==> config.mk <==
export PLATFORM = sky130hd
export DESIGN_NAME = load_store_unit
export DESIGN_NICKNAME = d
export VERILOG_FILES = /design/src/rtl/load_store_unit.sv
export SDC_FILE = /design/constraint.sdc
export NUM_CORES = 1
export LEC_CHECK = 0
export CORE_MARGIN = 2
export CORE_UTILIZATION = 37
export DETAILED_ROUTE_END_ITERATION = 7
export HOLD_SLACK_MARGIN = 0.15
export PLACE_DENSITY = 0.8
export SYNTH_ARGS = -nofsm -noshare
export SYNTH_HDL_FRONTEND = slang
export SYNTH_SLANG_ARGS = --single-unit
==> constraint.sdc <==
create_clock -name clk_i -period 1.25 [get_ports clk_i]
set_input_delay 0.25 -clock clk_i [delete_from_list [all_inputs] [get_ports clk_i]]
set_output_delay 0.25 -clock clk_i [all_outputs]
set_load 0.05 [all_outputs]
==> src/rtl/load_store_unit.sv <==
// load_store_unit: memory stage issuing one load/store at a time to data memory,
// returning load data to the register file and flagging misalignment/timeout.
package simple_processor_pkg;
    localparam int ADDR_WIDTH = 16;
    localparam int DATA_WIDTH = 16;
endpackage

module load_store_unit #(
    parameter int MEM_ADDR_WIDTH = simple_processor_pkg::ADDR_WIDTH,
    parameter int MEM_DATA_WIDTH = simple_processor_pkg::DATA_WIDTH,
    parameter int TIMEOUT_CYCLES = 16
) (
    input  logic                      clk_i,
    input  logic                      arst_ni,
    input  logic                      lsu_valid_i,
    output logic                      lsu_ready_o,
    input  logic                      lsu_we_i,
    input  logic [MEM_ADDR_WIDTH-1:0] lsu_addr_i,
    input  logic [MEM_DATA_WIDTH-1:0] lsu_wdata_i,
    input  logic [2:0]                lsu_rd_addr_i,
    output logic                      dmem_req_o,
    output logic                      dmem_we_o,
    output logic [MEM_ADDR_WIDTH-1:0] dmem_addr_o,
    output logic [MEM_DATA_WIDTH-1:0] dmem_wdata_o,
    input  logic [MEM_DATA_WIDTH-1:0] dmem_rdata_i,
    input  logic                      dmem_ack_i,
    output logic                      wb_valid_o,
    output logic [2:0]                wb_rd_addr_o,
    output logic [MEM_DATA_WIDTH-1:0] wb_data_o,
    output logic                      err_o,
    output logic [1:0]                err_code_o
);
    localparam int CW = (TIMEOUT_CYCLES > 1) ? $clog2(TIMEOUT_CYCLES) : 1;
    localparam logic [CW-1:0] CNT_MAX = CW'((TIMEOUT_CYCLES > 0) ? TIMEOUT_CYCLES - 1 : 0);

    typedef enum logic {IDLE, BUSY} state_e;

    state_e                    state_q, state_d;
    logic                      req_q, req_d, we_q, we_d;
    logic [MEM_ADDR_WIDTH-1:0] addr_q, addr_d;
    logic [MEM_DATA_WIDTH-1:0] wdata_q, wdata_d, wb_data_q, wb_data_d;
    logic [2:0]                rd_q, rd_d, wb_rd_q, wb_rd_d;
    logic                      wb_valid_q, wb_valid_d, err_q, err_d;
    logic [1:0]                err_code_q, err_code_d;
    logic [CW-1:0]             cnt_q, cnt_d;

    always_ff @(posedge clk_i or negedge arst_ni) begin
        if (!arst_ni) begin
            state_q    <= IDLE;
            req_q      <= 1'b0;
            we_q       <= 1'b0;
            addr_q     <= '0;
            wdata_q    <= '0;
            rd_q       <= '0;
            wb_valid_q <= 1'b0;
            wb_data_q  <= '0;
            wb_rd_q    <= '0;
            err_q      <= 1'b0;
            err_code_q <= '0;
            cnt_q      <= '0;
        end else begin
            state_q    <= state_d;
            req_q      <= req_d;
            we_q       <= we_d;
            addr_q     <= addr_d;
            wdata_q    <= wdata_d;
            rd_q       <= rd_d;
            wb_valid_q <= wb_valid_d;
            wb_data_q  <= wb_data_d;
            wb_rd_q    <= wb_rd_d;
            err_q      <= err_d;
            err_code_q <= err_code_d;
            cnt_q      <= cnt_d;
        end
    end

    always_comb begin
        state_d    = state_q;
        req_d      = req_q;
        we_d       = we_q;
        addr_d     = addr_q;
        wdata_d    = wdata_q;
        rd_d       = rd_q;
        wb_valid_d = 1'b0;
        wb_data_d  = wb_data_q;
        wb_rd_d    = wb_rd_q;
        err_d      = 1'b0;
        err_code_d = err_code_q;
        cnt_d      = cnt_q;
        if (state_q == IDLE) begin
            if (lsu_valid_i && lsu_addr_i[0]) begin
                err_d      = 1'b1;
                err_code_d = 2'b01;
            end else if (lsu_valid_i) begin
                state_d = BUSY;
                req_d   = 1'b1;
                we_d    = lsu_we_i;
                addr_d  = lsu_addr_i;
                wdata_d = lsu_wdata_i;
                rd_d    = lsu_rd_addr_i;
                cnt_d   = '0;
            end
        end else if (dmem_ack_i) begin
            // ack beats a timeout expiring in the same cycle
            state_d = IDLE;
            req_d   = 1'b0;
            we_d    = 1'b0;
            if (!we_q) begin
                wb_valid_d = 1'b1;
                wb_data_d  = dmem_rdata_i;
                wb_rd_d    = rd_q;
            end
        end else if (TIMEOUT_CYCLES != 0 && cnt_q == CNT_MAX) begin
            state_d    = IDLE;
            req_d      = 1'b0;
            we_d       = 1'b0;
            err_d      = 1'b1;
            err_code_d = 2'b10;
        end else begin
            cnt_d = cnt_q + 1'b1;
        end
    end

    assign lsu_ready_o  = (state_q == IDLE);
    assign dmem_req_o   = req_q;
    assign dmem_we_o    = we_q;
    assign dmem_addr_o  = addr_q;
    assign dmem_wdata_o = wdata_q;
    assign wb_valid_o   = wb_valid_q;
    assign wb_data_o    = wb_data_q;
    assign wb_rd_addr_o = wb_rd_q;
    assign err_o        = err_q;
    assign err_code_o   = err_code_q;
endmodule

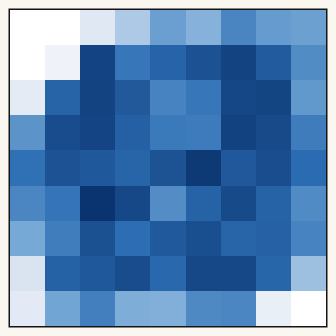
*Local utilization*
The die is cut into 9 by 9 equal tiles; white is low, dark blue is high, 0 to 100% covered.
51% of the tiles are over 75% full. The mean over all tiles is 67%. 4.9% of the tiles are nearly empty. The fullest tile reaches 98%. The emptiest ninth of the die: north-west.
Final Core Density: 0.765
CORE AREA: 0.00672 mm²

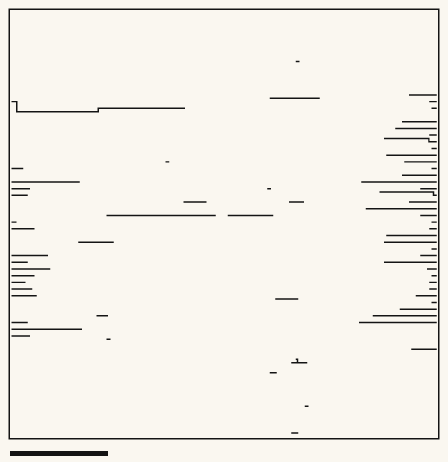
*Met3 routing*
Scale bar: 20 µm.
The layer carries 385 µm of wire. The layer holds 5.0% of the routed length.
via count: 2212
met3 global-route usage: 0.0588
DRT Wirelength: 7.78 mm

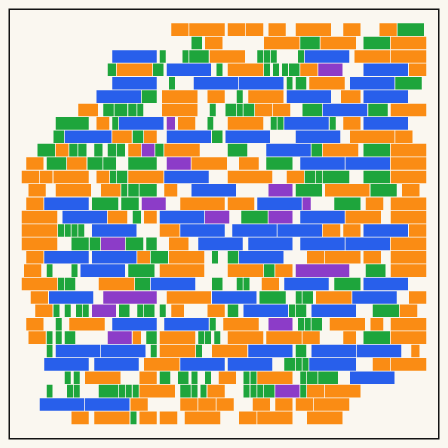
*Cells colored by class*
Key: remaining buffers and delay cells = orange [cells 146, share of their area 42%]; sequential cells = blue [cells 65, share of their area 32%]; clock drivers and dummy loads = purple [cells 16, share of their area 4.5%]; combinational and other logic = green [cells 159, share of their area 21%]
row count: 30
Final Cell Area: 0.00514 mm²
sequential cell area share: 0.317

==> results.py <==
# Auto-generated metrics
metrics = {
    "run_status": {
        "status": "finished with violations",
        "violations": "setup timing",
    },
    "logic_synthesis": {
        "logic_family": "simple AND/OR/NAND/NOR gates",
        "syn_inst": 234,
        "ys_chip_area_mm2": 0.00255,
        "ys_ff": 65,
        "synth_nets": 291,
        "adder_share": 0.00491,
        "synth_seq_share": 0.639,
        "syn_area_mm2": 0.00255,
        "synth.cellmix.compoundShare": 0.0201,
        "syn_avg_cell_area_um2": 10.9,
        "xor_share": 0,
        "ys_cells": 234,
        "mux_share": 0.0998,
        "yosysUniqueCellTypes": 22,
        "ys_sh_simple": 0.199,
        "synth_warnings": 0,
    },
    "flow_run": {
        "warnings": 29,
        "drv_cap": 0,
    },
    "final_timing": {
        "slew_headroom": 0.713,
        "fin_crit_sh": 1.11,
        "tightest_slew_ns": 0.430,
        "max_freq_mhz": 718,
        "whs_ns": 0.439,
        "maxSlewViolCount": 0,
        "rsz0062_at_grt": "yes",
        "hold_viol": 0,
        "setup_viol": 60,
        "finalSetupTns_ns": -6.01,
        "worst_slack_ns": -0.143,
        "period_minus_slack_ns": 1.39,
        "skew_ns": 0.00487,
    },
    "cells_and_area": {
        "diodes": 0,
        "layout.cells.most_common": "nand2_1",
        "instances_no_fill": 466,
        "final_nets": 438,
        "drive_gt1_frac": 0.448,
        "syn2layout_area_growth_pct": 102,
        "lay_top_cells": "72 x nand2_1, 63 x dfrtp_1, 61 x buf_12, 54 x clkdlybuf4s50_1, 31 x nand2_2",
    },
    "detailed_routing": {
        "wl_met2_mm": 4.28,
        "drc": 0,
        "dr.max_layer_used": "met4",
        "viasPerCell": 4.75,
        "dr.pass1.iters": 4,
        "met1_length_mm": 2.94,
        "ant_nets": 0,
        "dr_wl_met3_um": 385,
        "avgRoutedWirePerCell_um": 16.7,
        "drt_iter0_drc": 97,
    },
    "clock_tree": {
        "holdBufCountCts": 1,
        "clkLatencyLatePin_ns": 0.34,
        "path_clk_slew_ns": 0.07,
        "clock-root-buffer": "clkbuf_8",
        "post_cts_resized": 10,
        "htreeDepth": 3,
        "clock_sinks": 65,
        "cts_tree": "yes",
        "cts_max_path_buffers": 2,
        "cts_buffers": 9,
        "postCtsSetupBuffers": 2,
    },
    "floorplanning": {
        "die_area_mm2": 0.00756,
        "die_h_um": 87.0,
        "initCoreUtil": 0.379,
        "ioPinCount": 114,
        "die_x_um": 87.0,
    },
    "power_and_ir_drop": {
        "p_leak_nw": 2.49,
        "finalPower_mw": 10.1,
        "ir_worst_vdd_uv": 1110,
        "power.density_mw_per_mm2": 1970,
    },
    "worst_setup_path": {
        "crit_buf_inv": 3,
        "worst-r2r-cell-count": 5,
        "crit_chain": "clkdlybuf4s50_1 > nand3b_1 > buf_12 > clkbuf_16 > mux2_4",
        "crit_family": "buffers and inverters",
        "cp-start-kind": "input port",
        "cp_slowest_cell": "clkdlybuf4s50_1",
        "arrival_ns": 1.61,
        "path_depth": 5,
        "cpPeakStageDelay_ns": 0.58,
        "worstPathRequired_ns": 1.47,
        "worst-path-max-fanout": 5,
        "crit_path_end_kind": "flip-flop",
        "critPathKind": "input port to flip-flop",
    },
    "global_route": {
        "grt.total_usage": 0.189,
        "grt_overflow": 0,
        "busiest_layer": "met2",
        "grtUsageMet2": 0.328,
        "grt_pass1_vias": 2182,
        "grt_pass1_wl_mm": 10.8,
        "met1_usage": 0.220,
        "grt_start_max_net_pins": 38,
        "grt_antenna_before_repair": 0,
    },
    "hold_path": {
        "min_path_cells": 3,
        "hold_class": "input port to flip-flop",
    },
    "placement": {
        "dp_slack_ns": -0.385,
        "gp_congestion": 0.774,
        "portBuffers": 113,
        "place_inst": 431,
        "placed_area_mm2": 0.00441,
        "dpl.hpwl_mm": 4.81,
    },
}
## cell usage after synthesis
cell       instances  area [µm²]
nand2_1          107         402
dfrtp_1           65        1630
mux2_2            19         214
buf_2              5        25.0
buf_6              5        56.3
nand3_1            5        25.0
inv_1              4        15.0
mux2i_1            4        40.0
o21ai_0            3        15.0
a21oi_1            2        10.0
and2_1             2        12.5
nor2_1             2        7.51
nor2b_1            2        12.5
a21o_1             1        7.51
a221o_1            1        10.0
ha_1               1        12.5
nand2b_1           1        6.26
nand3b_1           1        7.51
nor3_1             1        5.00
nor3b_4            1        18.8
o2bb2ai_1          1        8.76
or3b_1             1        8.76
## power breakdown
group	switching [mW]	leakage [nW]	internal, mW	total [mW]
registers	0.601	0.801	2.61	3.21
logic	2.36	1.58	2.54	4.90
clock network	0.809	0.115	1.22	2.03
total	3.77	2.49	6.38	10.1
## state kept, by name, indices dropped and copies added (netlist names)
register and cells:
cnt_q 4, dmem_addr_o 16, dmem_req_o 1, dmem_wdata_o 16, dmem_we_o 1, err_code_o 2, err_o 1, rd_q 3
state_q 1, wb_data_o 16, wb_rd_addr_o 3, wb_valid_o 1
## final cells by class
cell class / count / area, µm²
Timing Repair Buffer: 146 / 2140
Fill cell: 389 / 1580
Clock inverter: 5 / 77.6
Inverter: 4 / 20.0
Sequential cell: 65 / 1630
Multi-Input combinational cell: 155 / 1020
Tap cell: 80 / 100
Clock buffer: 11 / 151
## worst paths after layout
kind | start | endpoint | slack (ns)
worst max-delay path | dmem_ack_i | wb_data_o[5] | -0.14
worst min-delay path | lsu_wdata_i[5] | dmem_wdata_o[5] | 0.44
worst max register to register | state_q | wb_data_o[5] | -0.13
worst min register to register | rd_q[1] | rd_q[1] | 0.50
max in group asynchronous | arst_ni | dmem_we_o | 0.40
min in group asynchronous | arst_ni | wb_data_o[2] | 0.50
No activity file was given, so power comes from the tool's default toggle rates.
